Fig. 1: run 1, sizing map
The bar under the picture is 50 um long.
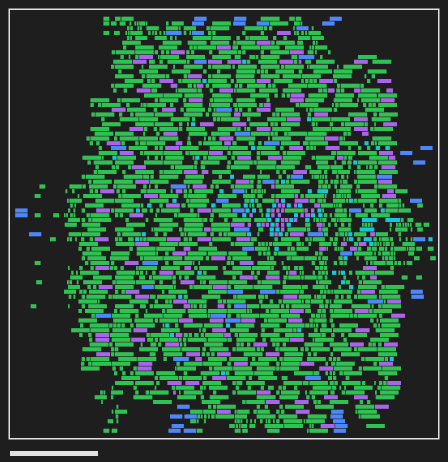
Fig. 2: run 1, where the registers sit
The bar under the picture is 50 um long. Other sequential cells in the stronger grey, the rest of the logic in the fainter grey.
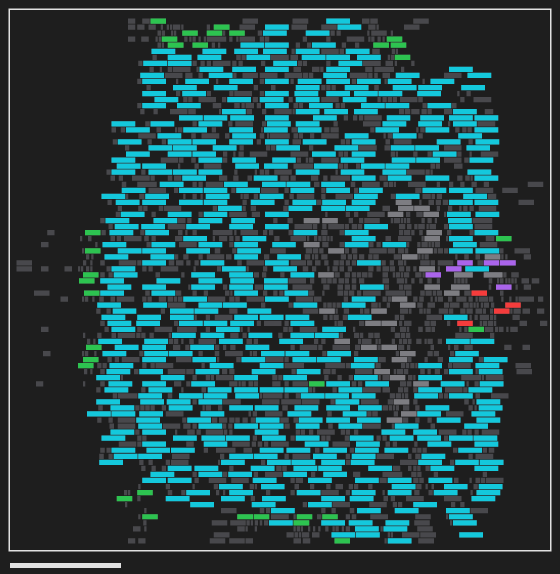
Fig. 3: run 1, cell outlines without signal wires
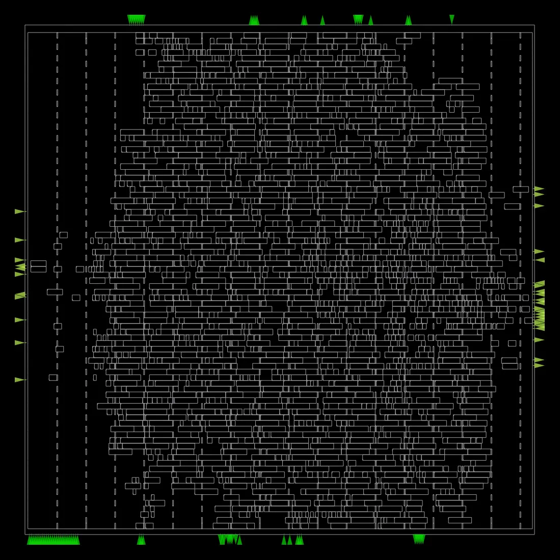
===== config.mk =====
export PLATFORM = sky130hd
export DESIGN_NAME = apb_reg_slave
export DESIGN_NICKNAME = d
export VERILOG_FILES = /design/src/rtl/apb_reg_slave.sv
export SDC_FILE = /design/constraint.sdc
export NUM_CORES = 1
export LEC_CHECK = 0
export CAP_MARGIN = 15
export CORE_UTILIZATION = 45
export CTS_CLUSTER_DIAMETER = 100
export CTS_CLUSTER_SIZE = 40
export DETAILED_ROUTE_END_ITERATION = 6
export PLACE_DENSITY = 0.73
export SLEW_MARGIN = 40
export SYNTH_ARGS = -nofsm -noshare
export SYNTH_HDL_FRONTEND = slang
export SYNTH_SLANG_ARGS = --single-unit

===== constraint.sdc =====
create_clock -name clk -period 4.6 [get_ports clk]
set_input_delay 0.92 -clock clk [delete_from_list [all_inputs] [get_ports clk]]
set_output_delay 0.92 -clock clk [all_outputs]
set_load 0.03 [all_outputs]

===== src/rtl/apb_reg_slave.sv =====
// APB3 register slave: fourteen read/write registers, a committed-write counter
// and a constant ID word, with a configurable number of access-phase wait states.
module apb_reg_slave #(
  parameter int unsigned WAIT_STATES = 1,
  parameter logic [31:0] ID_VALUE    = 32'hA9B0_0001
) (
  input  logic        clk,
  input  logic        reset,
  input  logic        PSEL,
  input  logic        PENABLE,
  input  logic [31:0] PADDR,
  input  logic        PWRITE,
  input  logic [31:0] PWDATA,
  output logic [31:0] PRDATA,
  output logic        PREADY,
  output logic        PSLVERR
);

  typedef enum logic {
    IDLE,
    ACCESS
  } state_t;

  localparam int unsigned NUM_RW    = 14;
  localparam logic [3:0]  WAIT_INIT = 4'(WAIT_STATES);
  localparam logic [3:0]  IDX_COUNT = 4'd14;
  localparam logic [3:0]  IDX_ID    = 4'd15;

  state_t      state, state_nxt;
  logic [3:0]  wait_cnt, wait_cnt_nxt;
  logic [5:0]  addr_q;
  logic        write_q;
  logic [31:0] wdata_q;
  logic [31:0] regs [NUM_RW];
  logic [31:0] wr_count;

  logic        capture;
  logic        complete;
  logic        xfer_err;
  logic        commit;
  logic [3:0]  reg_idx;
  logic [31:0] rd_data;

  // NOTE: every signal written here gets a default first, so no path can infer a latch.
  always_comb begin
    state_nxt    = state;
    wait_cnt_nxt = wait_cnt;
    capture      = 1'b0;
    complete     = 1'b0;
    unique case (state)
      IDLE: begin
        if (PSEL) begin
          capture      = 1'b1;
          wait_cnt_nxt = WAIT_INIT;
          state_nxt    = ACCESS;
        end
      end
      ACCESS: begin
        if (!PSEL) begin
          // Bridge gave up on the transfer: drop it without touching any state.
          state_nxt    = IDLE;
          wait_cnt_nxt = 4'd0;
        end else if (PENABLE) begin
          if (wait_cnt != 4'd0) begin
            wait_cnt_nxt = wait_cnt - 4'd1;
          end else begin
            complete  = 1'b1;
            state_nxt = IDLE;
          end
        end
      end
      default: state_nxt = IDLE;
    endcase
  end

  assign reg_idx  = addr_q[5:2];
  assign xfer_err = (addr_q[1:0] != 2'b00) || (write_q && (reg_idx >= IDX_COUNT));
  assign commit   = complete && write_q && !xfer_err;

  always_comb begin
    rd_data = 32'd0;
    if (reg_idx == IDX_ID) begin
      rd_data = ID_VALUE;
    end else if (reg_idx == IDX_COUNT) begin
      rd_data = wr_count;
    end else begin
      rd_data = regs[reg_idx];
    end
  end

  assign PREADY  = complete;
  assign PSLVERR = complete && xfer_err;
  assign PRDATA  = (complete && !write_q && !xfer_err) ? rd_data : 32'd0;

  // NOTE: the register file is reset element by element because its reset value is architectural.
  always_ff @(posedge clk) begin
    if (reset) begin
      state    <= IDLE;
      wait_cnt <= 4'd0;
      addr_q   <= 6'd0;
      write_q  <= 1'b0;
      wdata_q  <= 32'd0;
      wr_count <= 32'd0;
      for (int i = 0; i < NUM_RW; i++) begin
        regs[i] <= 32'd0;
      end
    end else begin
      state    <= state_nxt;
      wait_cnt <= wait_cnt_nxt;
      if (capture) begin
        addr_q  <= PADDR[5:0];
        write_q <= PWRITE;
        wdata_q <= PWDATA;
      end
      if (commit) begin
        regs[reg_idx] <= wdata_q;
        wr_count      <= wr_count + 32'd1;
      end
    end
  end

endmodule


==> run notes, run 1 <==
fresh numbers from the pnr run: Crit. End Element=output pin, Post-CTS Setup Inserts=0, Placer Congestion=0.834, Yosys Chip Area=26100 sq um, final net count=1949, TritonCTS clock tree=yes, I/O pin count=103, CP Data Required Time=3.68 ns, hold path cells=2, via count=15300, DR vias/cell=5.78, Max clock buf depth=3, cycle use final=90.7%, Num CTS Buffers=18, vias in the first global route=15400, per-cell routed wire length=24.2 um, Hold Path Class=register to register, Final Hold Viols=0, GRT Util Overall=21.6%, Setup Total Neg Slack=0 ns, Die Y=243 um, clk sinks=592, Final HPWL DP=39000 um, CORE AREA=56900 sq um, count leader, synth=edfxtp_1, Post-Route WL=64100 um, MI comb area=8850 sq um, Die Size=59000 sq um, htree depth=1, Tightest Pin Transition=0.790 ns, Syn Area/Cell=14.6 sq um, iteration-0 DRC count of the detailed router=1538, Unique cell types=50, largest stage delay on the critical path=0.75 ns, total power draw=0.00911 W, Synth warnings=0, Post-CTS Hold Buffers=0, floorplan core density=45.9%, OpenROAD warning count=52, DR pass1 iterations=5, WS Path Type=primary input to output pin, post-synth top area cell=edfxtp_1, drt drc=0, fin crit period=4.17 ns, layout cells sized above 1=17.0%, Die Span X=243 um, largest net degree at the start of global routing=55, share of async-settable or async-resettable flops after synthesis=0%, worst-case clock skew=0.0269 ns, Rel. slew slack=46.6%, most used cell, CP=clkdlybuf4s50_1, Post-Syn Area=26100 sq um, maxcap violations=0, Max Clock Freq=240 MHz, Slew Limit Fails=0, total congestion overflow=0, # setup viols final=0, Pleak=10.0 nW, ys flops=592, Cells after Synth=1784, initial antenna violation count=2, post-synthesis sequential area ratio=65.0%, first-pass GRT wire length=95200 um, Dominant Register Cell=edfxtp_1, CP startpoint kind=primary input, Slowest-stage cell, CP=clkdlybuf4s50_1, Worst Reg-to-Reg Cells=9, Clock Pin Slew Worst Setup and Hold Paths=0.15 ns, synth cell count leaders=edfxtp_1, and2_1, mux4_2, clkbuf_1, nand2_1, Reg area=17000 sq um, CP arrival=3.25 ns, Critical Path, Cell by Cell=clkdlybuf4s50_1, nand4bb_1, nor3b_2, o21ai_0, a211oi_1, clkdlybuf4s50_1, status=complete, no violations, Post-synth EDFFs=512, worst skew pair latency=0.60 ns, post-cts repair resize count=0, RSZ-0062 raised after global routing=false, Power Density=313 nW/um^2, Post-DRT Antenna Nets=0, root buf cell=clkbuf_16, yosys cell count=1784, IO buf count=76, Max FO, Critical Path=5, area share, top type=58.8%, top cells by area=edfxtp_1, mux4_2, and2_1, peak supply drop=231 uV
About Fig. 1:
_3 and _4 cells: marked cyan, cells 73, most used buf_4. _2 cells: marked purple, cells 189, most used mux4_2. _6 and larger: marked blue, cells 60, most used buf_12. _0 and _1 cells: marked green, cells 1568, most used edfxtp_1.
final instance area: 29100 sq um
Setup WS post-layout: 0.427 ns
buffers outside the clock class: 153
area delta synth->final: 11.4%

About Fig. 2:
`addr_q`: marked purple, flops 6, where east. `wait_cnt`: marked red, flops 4, where east. `regs`: marked cyan, flops 512. `wdata_q`: marked green, flops 32.
Another 38 sequential cells are not coloured.

About Fig. 3:
Seq cells: 592
Layout fillers: 4648
non-filler cells, final: 2647
Tapcells: 756
row cnt: 87

## run 1: stage by stage
| stage | hold slack [ns] | utilization (%) | cell area [sq um] | cells | setup slack, ns |
|---|---|---|---|---|---|
| 6_report | 0.513 | 51.1 | 29100 | 2647 | 0.427 |
| 2_1_floorplan | 0.454 | - | 26400 | 1847 | 1.12 |
| 3_5_place_dp | 0.485 | 50.2 | 28600 | 2614 | 0.459 |
| 5_1_grt | 0.527 | 51.1 | 29100 | 2646 | 0.259 |
| 3_3_place_gp | 0.480 | 50.2 | 28600 | 2614 | 0.407 |
| 4_1_cts | 0.504 | 51.1 | 29100 | 2646 | 0.392 |
## run 1: layout by cell type, fill, tap and decap left out, types with 11 or more instances in the layout
| cell type | count |
|---|---|
| nand2_1 | 97 |
| o21ai_0 | 39 |
| clkbuf_1 | 11 |
| a22oi_1 | 24 |
| nor2_1 | 23 |
| conb_1 | 64 |
| mux2_2 | 25 |
| clkbuf_16 | 19 |
| clkdlybuf4s50_1 | 44 |
| buf_12 | 41 |
| xnor2_1 | 11 |
| nor2_2 | 12 |
| or2_2 | 14 |
| a21oi_1 | 57 |
| and2_1 | 451 |
| mux4_2 | 128 |
| mux2i_1 | 32 |
| nand3_1 | 15 |
| buf_4 | 68 |
| edfxtp_1 | 512 |
| dfxtp_1 | 77 |
| or4_1 | 11 |
## run 1: report_power, final
part / internal (W) / switching (W)
Clock: 0.000793 / 0.00153
Sequential: 0.00601 / 0.000142
Combinational: 0.000297 / 0.000345
Total: 0.00710 / 0.00201
## run 1: cell families after synthesis
family                   synth area share, %
buffers and inverters                   2.26
AND-OR/OR-AND                           3.36
AND/OR/NAND/NOR                         15.4
other                                 0.0144
multiplexers                            13.3
XOR/XNOR                               0.570
adder cells (fa/ha/maj)               0.0958
flip-flops                              65.0
## run 1: final timing paths
path                 from           end  slack (ns)
min reg2reg  wr_count[30]  wr_count[30]        0.51
max reg2reg   wait_cnt[0]   regs[10][8]        1.50
min          wr_count[30]  wr_count[30]        0.51
max               PENABLE    PRDATA[20]        0.43
## run 1: cell type report
cell class,count,area share [%]
clock inverter,2,0.0344
antenna,1,0.00859
sequential,592,58.3
inverter,8,0.103
timing repair buffer,153,6.08
clock buffer,30,1.77
tap,756,3.25
multi-input combinational,1105,30.4
## run 1: state kept, by name (all words and copies together), names as in the netlist, named ones only
register / flops
wait_cnt: 4
wdata_q: 32
addr_q: 6
state: 1
write_q: 1
regs: 512
wr_count: 32
## run 1: worst max-delay path, delay by kind of cell
family	cells	cell delay, ns
buf+inv	2	1.32
compound gates	2	0.43
simple gates	2	0.58
## run 1: metal layers
layer	up-vias	share of wire [%]	global-route usage, %
met2	668	50	37.5
met5	-	0	0
met3	87	8.0	2.41
met1	7889	40	28.9
met4	0	2.3	5.62
li1	6653	-	-
Fig. 4: run 1, wiring heat map
24 x 24 tiles, from dark blue (low) to red (high), scaled to the fullest tile. Values are wire area over tile area, all layers added.
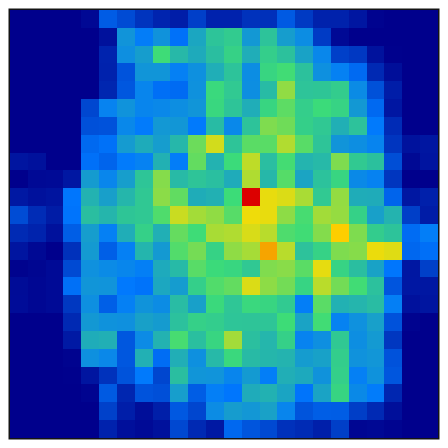

==> run 1 -> run 2 <==
--- a/config.mk
+++ b/config.mk
@@ -5,6 +5,7 @@
 export SDC_FILE = /design/constraint.sdc
 export NUM_CORES = 1
 export LEC_CHECK = 0
+export ABC_AREA = 1
 export CAP_MARGIN = 15
 export CORE_UTILIZATION = 45
 export CTS_CLUSTER_DIAMETER = 100
Fig. 5: run 2, wiring heat map
25 x 25 tiles, from dark blue (low) to red (high), scaled to the fullest tile. Values are wire area over tile area, all layers added.
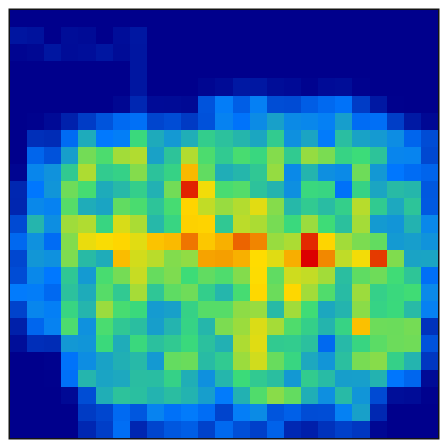
The densest ninth of the die: centre. The mean over all tiles is 0.20. 24% of the tiles are nearly empty. The fullest tile reaches 0.66. 24% of the tiles are over half the peak. The emptiest ninth of the die: north-west.
via count: 20600
GRT Util Overall: 23.7%
per-cell routed wire length: 19.5 um
Post-Route WL: 72700 um

==> run 2 against run 1 <==
Against the previous run:
- the flow now finishes with violations (DRC)
- synthesized cell count increased by 64%
- non-clock buffer count decreased by 19
- register-to-register slack improved by 0.42 ns
- critical endpoint is now PRDATA[6]
- largest cell class unchanged
- area after synthesis increased by 3.3%
- power increased by 6.0%
- clock-buffer cell count decreased by 3
- die area increased by 3.2%
- utilization decreased by 1.4 points
- via count increased by 34%
==> run notes, run 2 <==
fresh numbers from the pnr run: status=finished, violations left (was complete, no violations), failing checks=DRC, max reg flops=512 (unchanged), Dominant Register Cell=edfxtp_1 (unchanged), RSZ-0062 raised after global routing=false (unchanged), Max FO, Critical Path=87 (was 5), Compound-Gate Fraction of Synth Area=7.34% (was 3.36%), Die Y=247 um (was 243 um), cycle use final=95.1% (was 90.7%), Setup Total Neg Slack=0 ns (unchanged), post-synth top area cell=edfxtp_1 (unchanged), post-synthesis sequential area ratio=62.9% (was 65.0%), Psw=0.00252 W (was 0.00201 W), Post-synth EDFFs=512 (unchanged), area share, top type=57.0% (was 58.8%), P_int=0.00714 W (was 0.00710 W), fin crit period=4.37 ns (was 4.17 ns), CORE AREA=59100 sq um (was 56900 sq um), synth cell count leaders=nor2_1, edfxtp_1, nand2_1, nand3_1, inv_1 (was edfxtp_1, and2_1, mux4_2, clkbuf_1, nand2_1), Power Density=328 nW/um^2 (was 313 nW/um^2), Max Clock Freq=229 MHz (was 240 MHz), crit path to=PRDATA[6] (was PRDATA[20]), worst-case clock skew=0.0296 ns (was 0.0269 ns), first-pass GRT wire length=109000 um (was 95200 um), Reg-to-Reg End=regs[7][28] (was regs[10][8]), Die Size=60900 sq um (was 59000 sq um), peak supply drop=357 uV (was 231 uV), Worst Reg-to-Reg Cells=11 (was 9), Syn Area/Cell=9.20 sq um (was 14.6 sq um), largest net degree at the start of global routing=179 (was 55), iteration-0 DRC count of the detailed router=2762 (was 1538), post-cts repair resize count=0 (unchanged), htree depth=1 (unchanged), layout cells sized above 1=4.98% (was 17.0%), area delta synth->final=9.10% (was 11.4%), initial antenna violation count=0 (was 2), # diodes=0 (was 1), Max clock buf depth=3 (unchanged), total power draw=0.00966 W (was 0.00911 W), count leader, synth=nor2_1 (was edfxtp_1), Post-DRT Antenna Nets=0 (unchanged), DR pass1 iterations=7 (was 5), Post-CTS Setup Inserts=0 (unchanged), Final HPWL DP=43500 um (was 39000 um), Placer Congestion=0.951 (was 0.834), final net count=3013 (was 1949), Cells after Synth=2934 (was 1784), r2r setup slk=1.92 ns (was 1.50 ns), Final Hold Viols=0 (unchanged), OpenROAD warning count=56 (was 52), drt drc=22 (was 0), yosys cell count=2934 (was 1784), power share of the sequential group=63.1% (was 67.5%), maxcap violations=0 (unchanged), Setup WS post-layout=0.225 ns (was 0.427 ns), clk sinks=592 (unchanged), DR vias/cell=5.52 (was 5.78), Tightest Pin Transition=1.04 ns (was 0.790 ns), Unique cell types=30 (was 50), CP startpoint kind=register (was primary input), Top cell excl fill/tap=nor2_1 (was edfxtp_1), Gate power share=11.9% (was 7.1%), share of async-settable or async-resettable flops after synthesis=0% (unchanged), Crit. End Element=output pin (unchanged), Slew Limit Fails=0 (unchanged), Clock Power Share=25.0% (was 25.5%), I/O pin count=103 (unchanged), Hold Path Class=register to register (unchanged), worst skew pair latency=0.60 ns (about the same), Clock Pin Slew Worst Setup and Hold Paths=0.14 ns (was 0.15 ns), Setup Slack @ Placement=0.446 ns (was 0.459 ns), vias in the first global route=18900 (was 15400), Post-Syn Area=27000 sq um (was 26100 sq um), Layout fillers=5370 (was 4648), total congestion overflow=0 (unchanged), yosys xor share=0.292% (was 0.570%), Largest regs=regs x512, wdata_q x32, wr_count x32 (unchanged), Pleak=11.0 nW (was 10.0 nW), Main logic family=simple AND/OR/NAND/NOR gates (unchanged)
Fig. 6: run 2, cell outlines without signal wires
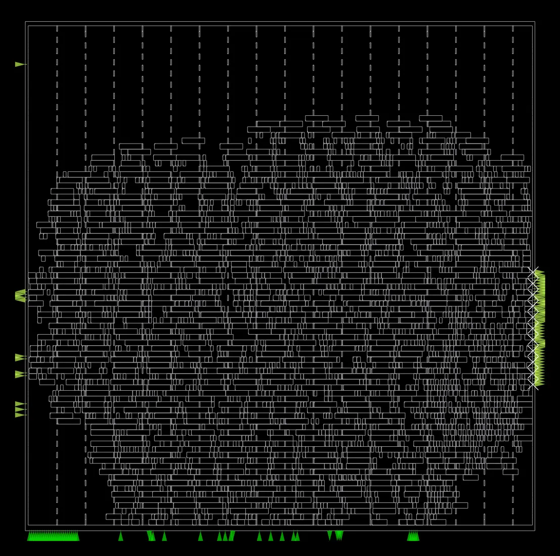
Core Util, Final: 49.8%
Tapcells: 773
row cnt: 89
non-filler cells, final: 3726

run 2: how the worst min path moves through the flow:
stage                      startpoint           end  depth (start not counted)
after floorplan            wdata_q[0]   regs[14][0]                          0
after global placement    wdata_q[14]  regs[15][14]                          0
after detailed placement  wdata_q[17]  regs[14][17]                          0
after CTS                 wdata_q[17]  regs[15][17]                          0
after global routing       wdata_q[4]   regs[15][4]                          0
final                     wdata_q[25]  regs[14][25]                          0
run 2: power groups by stage:
stage               logic, W  registers [W]  clock network (W)
floorplan           0.000708        0.00619                  0
global placement     0.00111        0.00620                  0
detailed placement   0.00113        0.00621                  0
CTS                  0.00113        0.00609            0.00241
global route         0.00125        0.00611            0.00258
finish               0.00115        0.00609            0.00242
run 2: kinds of logic (layout without fill, tap and decap cells):
logic type	count (synthesis)	in the layout
XOR/XNOR	9	9
other	1	64
AND-OR/OR-AND	370	370
adder cells (fa/ha/maj)	2	2
flip-flops	592	592
AND/OR/NAND/NOR	1517	1517
buffers and inverters	443	399
run 2: final cells by class:
cell class	instances	area, sq um	area share, %
multi-input combinational	1962	8560	29.1
sequential	592	17000	57.7
timing repair buffer	134	1470	5.01
clock buffer	27	505	1.72
clock inverter	5	57.6	0.196
inverter	233	885	3.01
tap	773	967	3.29
run 2: metal layers:
metal | vias up | part of all wire [%] | track usage [%]
met5 | - | 0 | 0
met4 | 0 | 2.8 | 7.03
met3 | 139 | 11 | 3.77
met2 | 1087 | 46 | 38.0
met1 | 9753 | 41 | 33.1
li1 | 9586 | - | -
run 2: critical path, cell delays in order, from the launching register on:
cell and delay [ns]:
dfxtp_4 0.47, inv_6 0.60, buf_4 0.55, nor2_1 0.10, o21ai_0 0.10, nand3_1 0.11
nand3_1 0.18, nand3_1 0.32, nand2_1 0.17, inv_1 0.05, buf_4 0.16
run 2: per-stage QoR:
stage,area [sq um],hold slack [ns],instances
2_1_floorplan,27200,0.426,2997
3_3_place_gp,28900,0.430,3694
3_5_place_dp,28900,0.437,3694
4_1_cts,29400,0.470,3726
5_1_grt,29400,0.480,3726
6_report,29400,0.466,3726
Fig. 7: run 2, where the registers sit
The bar under the picture is 50 um long. Other sequential cells in the stronger grey, the rest of the logic in the fainter grey.
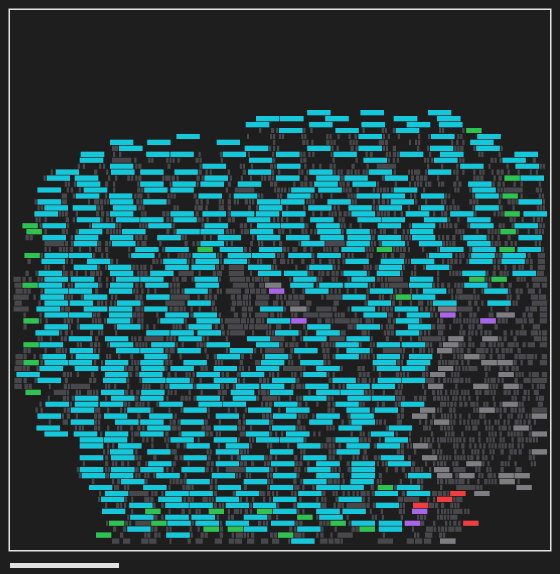

==> run 2 -> run 3 <==
--- a/config.mk
+++ b/config.mk
@@ -7,11 +7,13 @@
 export LEC_CHECK = 0
 export ABC_AREA = 1
 export CAP_MARGIN = 15
-export CORE_UTILIZATION = 45
+export CELL_PAD_IN_SITES_DETAIL_PLACEMENT = 1
+export CELL_PAD_IN_SITES_GLOBAL_PLACEMENT = 2
+export CORE_UTILIZATION = 42
 export CTS_CLUSTER_DIAMETER = 100
 export CTS_CLUSTER_SIZE = 40
 export DETAILED_ROUTE_END_ITERATION = 6
-export PLACE_DENSITY = 0.73
+export PLACE_DENSITY = 0.95
 export SLEW_MARGIN = 40
 export SYNTH_ARGS = -nofsm -noshare
 export SYNTH_HDL_FRONTEND = slang
==> constraint.sdc (replaced) <==
create_clock -name clk -period 4.6 [get_ports clk]
set_input_delay 0.92 -clock clk [delete_from_list [all_inputs] [get_ports clk]]
set_output_delay 0.92 -clock clk [all_outputs]
set_load 0.1 [all_outputs]
Fig. 8: run 3, where the registers sit
The bar under the picture is 100 um long. Other sequential cells in the stronger grey, the rest of the logic in the fainter grey.
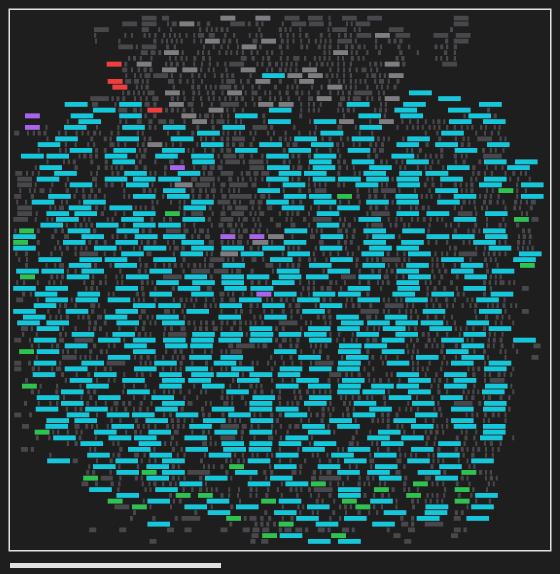
`wait_cnt`: marked red, flops 4, where north-west. `wdata_q`: marked green, flops 32. `addr_q`: marked purple, flops 6. `regs`: marked cyan, flops 512.
Another 38 sequential cells are not coloured.
Reg area: 17000 sq um
Core Util, Final: 47.6%
fraction of area in registers: 56.4%

==> run 3 against run 2 <==
Against the previous run:
- the flow now finishes without violations
- sequential cell count unchanged
- clock skew grew 0.00053 ns
- sequential share of layout area decreased by 1.3 points
- critical path type unchanged
==> run notes, run 3 <==
fresh numbers from the pnr run: status=complete, no violations (was finished, violations left), DR vias/cell=5.56 (was 5.52), ys flops=592 (unchanged), Worst Hold End=regs[14][16] (was regs[14][25]), Placed Cells=3772 (was 3694), worst-case clock skew=0.0301 ns (was 0.0296 ns), layout cells sized above 1=5.59% (was 4.98%), post-synthesis sequential area ratio=62.9% (unchanged), CORE AREA=63300 sq um (was 59100 sq um), CP arrival=3.18 ns (was 3.45 ns), RSZ-0062 raised after global routing=false (unchanged), Largest regs=regs x512, wdata_q x32, wr_count x32 (unchanged), Max clock buf depth=3 (unchanged), GRT Util Overall=26.7% (was 23.7%), post-synth top area cell=edfxtp_1 (unchanged), Post-DRT Antenna Nets=0 (unchanged), TritonCTS clock tree=yes (unchanged), Min Hold Slack=0.454 ns (was 0.466 ns), Gate power share=11.6% (was 11.9%), area delta synth->final=11.6% (was 9.10%), max reg flops=512 (unchanged), Reg-to-Reg End=regs[11][15] (was regs[7][28]), largest net degree at the start of global routing=116 (was 179), Placer Congestion=0.885 (was 0.951), OpenROAD warning count=57 (was 56), P_int=0.00753 W (was 0.00714 W), Final Hold Viols=0 (unchanged), IO buf count=76 (unchanged), Crit. End Element=output pin (unchanged), CP startpoint kind=register (unchanged), via count=21200 (was 20600), Power Density=348 nW/um^2 (was 328 nW/um^2), area share, top type=57.0% (unchanged), Clock Pin Slew Worst Setup and Hold Paths=0.13 ns (was 0.14 ns), count leader, synth=nor2_1 (unchanged), Setup WS post-layout=0.501 ns (was 0.225 ns), # diodes=0 (unchanged), Max Clock Freq=244 MHz (was 229 MHz), hold path cells=0 (unchanged), per-cell routed wire length=22.9 um (was 19.5 um), root buf cell=clkbuf_16 (unchanged), clk sinks=592 (unchanged), Die Size=65300 sq um (was 60900 sq um), DR pass1 iterations=6 (was 7), Yosys Chip Area=27000 sq um (unchanged), htree depth=1 (unchanged), Layout fillers=7221 (was 5370), # setup viols final=0 (unchanged), Clock Power Share=30.1% (was 25.0%), floorplan core density=42.6% (was 45.6%), iteration-0 DRC count of the detailed router=2010 (was 2762), Cells after Synth=2934 (unchanged), Top cell excl fill/tap=nor2_1 (unchanged), WS Path Type=register to output pin (unchanged), Tightest Pin Transition=0.864 ns (was 1.04 ns), Post-Route WL=87500 um (was 72700 um), Syn Area/Cell=9.20 sq um (unchanged), Die Span X=255 um (was 247 um), synth cell count leaders=nor2_1, edfxtp_1, nand2_1, nand3_1, inv_1 (unchanged), largest register by flop count=regs (unchanged), Dominant Register Cell=edfxtp_1 (unchanged), power share of the sequential group=58.3% (was 63.1%), CP Data Required Time=3.68 ns (about the same)
Fig. 9: run 3, clock distribution
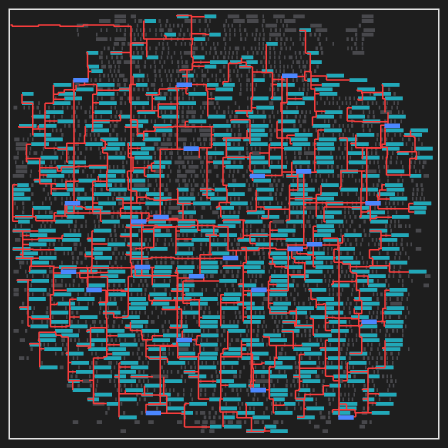
flip-flops: marked cyan, count 592. clock drivers: marked blue, count 24. clock wires: marked red, length 6640 um.
There are 25 routed clock nets. Position of the flops: spread over the die.

==> run 3: power groups by stage <==
stage | logic (W) | registers, W | clock network [W]
3_3_place_gp | 0.00116 | 0.00620 | 0
3_5_place_dp | 0.00121 | 0.00622 | 0
2_1_floorplan | 0.000726 | 0.00619 | 0
6_report | 0.00121 | 0.00610 | 0.00316
5_1_grt | 0.00132 | 0.00612 | 0.00333
4_1_cts | 0.00122 | 0.00610 | 0.00319
==> run 3: routing by layer <==
metal  share of wire, %  global-route usage, %  vias to the layer above
li1                   -                      -                     9620
met5                  0                      0                        -
met4                3.9                   10.4                        0
met3                5.8                   2.42                      139
met1                 40                   33.9                    10800
met2                 50                   47.0                      709
==> run 3: area by class of cell <==
type	count	area (sq um)	share of cell area [%]
Sequential cell	592	17000	56.4
Timing Repair Buffer	139	1700	5.66
Inverter	233	885	2.94
Clock buffer	26	629	2.09
Clock inverter	18	322	1.07
Tap cell	846	1060	3.52
Multi-Input combinational cell	1962	8520	28.3
==> run 3: critical path: stages (launching register included) <==
cell and delay (ns):
dfxtp_4 0.41, inv_6 0.40, buf_4 0.55, nor2_1 0.08, nor2_1 0.12, o21ai_0 0.13, nand3_1 0.14, nand3_1 0.10
nand3_1 0.24, nand2_1 0.08, inv_1 0.10, buf_12 0.18
==> run 3: through the flow <==
step | area [sq um] | util [%] | setup TNS, ns
2_1_floorplan | 27200 | - | -0.292
3_3_place_gp | 29200 | 46.0 | 0
3_5_place_dp | 29200 | 46.0 | 0
4_1_cts | 30100 | 47.5 | 0
5_1_grt | 30100 | 47.6 | 0
6_report | 30100 | 47.6 | 0
==> run 3: worst max path at each step <==
stage / slack [ns] / depth (start not counted) / to
after CTS: 0.46 / 11 / PRDATA[22]
after detailed placement: 0.55 / 11 / PRDATA[30]
after global routing: 0.35 / 9 / PRDATA[14]
after floorplan: -0.04 / 6 / PRDATA[0]
after global placement: 0.61 / 11 / PRDATA[22]
final: 0.50 / 11 / PRDATA[22]
==> run 3: logic make-up after synthesis <==
logic type | Yosys count | synth area share [%]
AOI/OAI and AO/OA | 370 | 7.34
buffers and inverters | 443 | 6.35
adders and majority gates | 2 | 0.0927
other | 1 | 0.0139
xor gates and xnor gates | 9 | 0.292
and+or+nand+nor | 1517 | 23.0
DFF | 592 | 62.9
Power figures rest on the tool's default switching activity, not on a simulated workload.
